==> config.mk <==
export PLATFORM = sky130hd
export DESIGN_NAME = bias_activation_seq
export DESIGN_NICKNAME = d
export VERILOG_FILES = /design/src/rtl/bias_activation_seq_pkg.sv /design/src/rtl/bias_activation_seq_relu_lane.sv /design/src/rtl/bias_activation_seq.sv
export SDC_FILE = /design/constraint.sdc
export NUM_CORES = 2
export LEC_CHECK = 0
export CAP_MARGIN = 20
export CORE_ASPECT_RATIO = 0.75
export CORE_MARGIN = 3
export CORE_UTILIZATION = 45
export DETAILED_ROUTE_END_ITERATION = 7
export PLACE_DENSITY = 0.76
export SYNTH_ARGS = -nofsm -noshare
export SYNTH_HDL_FRONTEND = slang
export SYNTH_SLANG_ARGS = --single-unit
==> constraint.sdc <==
create_clock -name clk -period 28.7 [get_ports clk]
set_input_delay 8.61 -clock clk [delete_from_list [all_inputs] [get_ports clk]]
set_output_delay 8.61 -clock clk [all_outputs]
set_load 0.01 [all_outputs]
met1.png
The bar under the picture is 100 µm long. Supply wires on this layer in gray.
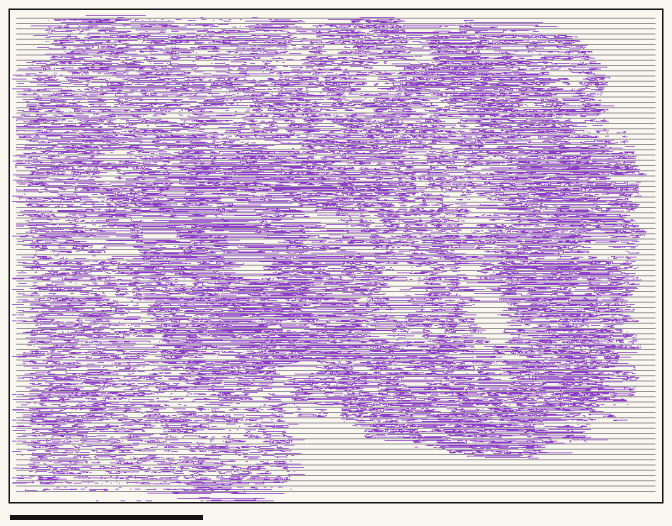
- share of all routed wire: 44%
- wire length on this layer: 67.6 mm
- main direction: horizontal
DR vias: 41293
met1 Use GR: 0.504
final wirelength: 154000 µm

met2.png
Cells faint in the background.
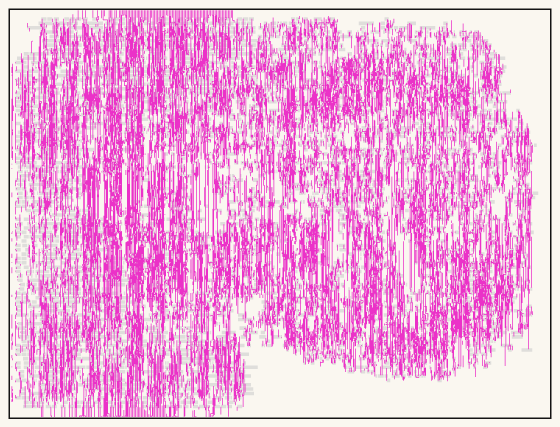
- nets with wire on the layer: 4872
- main direction: vertical
- wire length on this layer: 65.6 mm
- share of all routed wire: 43%
M2 GR Usage: 0.523

met3.png
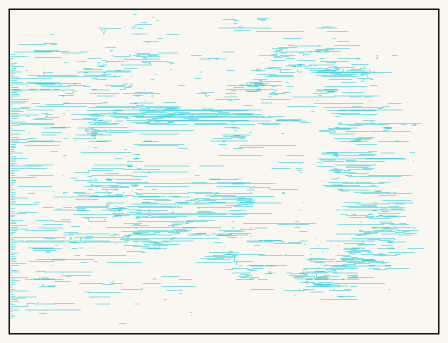
- main direction: horizontal
- longest straight run: 125 µm
- share of all routed wire: 10%
- nets with wire on the layer: 914
GR Util met3: 0.0539

==> summary.txt <==
seq_cells: 328
gr ovfl total: 0
YS warnings: 0
Total GRT Usage: 0.344
clock tree buffer depth: 3
Num CTS Buffers: 30
Area leader share: 0.221
total nets after synthesis: 5322
final-report max-slew violation count: 0
crit path DAT: 28130 ps
Non-clock buffering overhead: 0.140
worst r2r path cells: 107
fin util: 0.553
Top cell by count, worst path: ha_1
Synth Seq Share: 0.221
clk_lat worst skew: 570 ps
die width: 337 µm
post-DP HPWL: 122000 µm
crit-path max FO: 11
Pre-Place Util: 0.458
DRT Pass-1 Iters: 8
Die Ht: 255 µm
yosys stat area: 0.0371 mm²
EDFF count, synth: 0
CTS tree: yes
clk sinks: 328
pre-CTS WS: -32.3 ps
Worst setup EP type: flop
Die ar.: 0.0859 mm²
share of layout cells above drive strength 1: 0.135
flop share of the area: 0.184
total tool warning count: 59
n_taps: 1058
routability cong.: 1.09
Layout Skew: 17.9 ps
# clk buffers: 45
CP max stage cell: a21boi_1
Registers, synthesis: 328
Root Buffer: clkbuf_16
Gate Area: 0.0274 mm²
Slew @ Worst Pin: 1140 ps
Boundary Pins: 326
Req. time, crit path: 29130 ps
status: finished clean
nets: 5793
Top cells excl fill/tap: 1094 x nand2_1, 450 x nor2_1, 370 x buf_4, 325 x dfrtp_1, 325 x clkdlybuf4s50_1
drt drc: 0
antenna violations before repair: 2
hold_buf cts: 0
Max Fclk: 36.1 MHz
Stages on worst setup path: 107
pin count of the biggest net entering global routing: 183
PortBufs: 325
number of global-route vias before repair: 38220
Post-Synthesis Cells: 5009
area grow syn2layout: 20.8%
M1 WL: 67600 µm
mapped cell area: 0.0371 mm²
combinational share of cell area: 0.612
met3 wire len: 15500 µm
Final Cycle Share: 0.965
max incr delay on CP: 760 ps
Tmin final: 27710 ps
Combinational Gates: 4253
slack of the critical path: 994 ps
number of fill cells: 7659
## cells by family after synthesis
group           share of synthesized area
xor+xnor                           0.0682
mux                                 0.102
simple gates                        0.295
buf+inv                            0.0504
fa+ha+maj                          0.0400
compound gates                      0.222
flops                               0.221
## metrics by stage
step | setup TNS (ps) | area (µm²) | std cells | hold WS, ps
floorplan | 0 | 37100 | 5009 | 437
CTS | 0 | 44300 | 6543 | 474
global route | -1830 | 44800 | 6559 | 495
detailed placement | -111 | 43300 | 6489 | 458
finish | 0 | 44800 | 6559 | 472
global placement | 0 | 43300 | 6489 | 454
## layer usage
metal / global-route usage / vias to the layer above
met5: 0 / -
met4: 0.0989 / 4
met3: 0.0539 / 301
met2: 0.523 / 2323
met1: 0.504 / 19725
li1: - / 18940
## cells in the mapped netlist (all sizes together), types with 14 or more instances
master,n
and3,32
nor2,466
nor4,49
a21o,50
nor3b,24
o21a,25
nand4,68
a22oi,20
a21oi,222
or3,40
and2,58
o211ai,41
a21boi,16
o31ai,43
nor4b,14
o21ai,349
mux4,42
dfrtp,328
nor2b,27
inv,157
o22ai,28
xnor2,172
mux2i,190
o21bai,26
or2,34
or4,23
a2111oi,15
a211o,21
nand2,1098
buf,112
nor3,153
clkbuf,159
a31oi,54
and4,16
ha,116
a22o,63
nand2b,41
nand3,153
mux2,83
a211oi,58
xor2,90
## what timing repair did
item                       CTS  global route
cloned                       1             1
hold endpoints to repair     0             0
buffers inserted             0            13
pin swaps                    1            11
setup endpoints to repair   59           124
gates resized                0            86
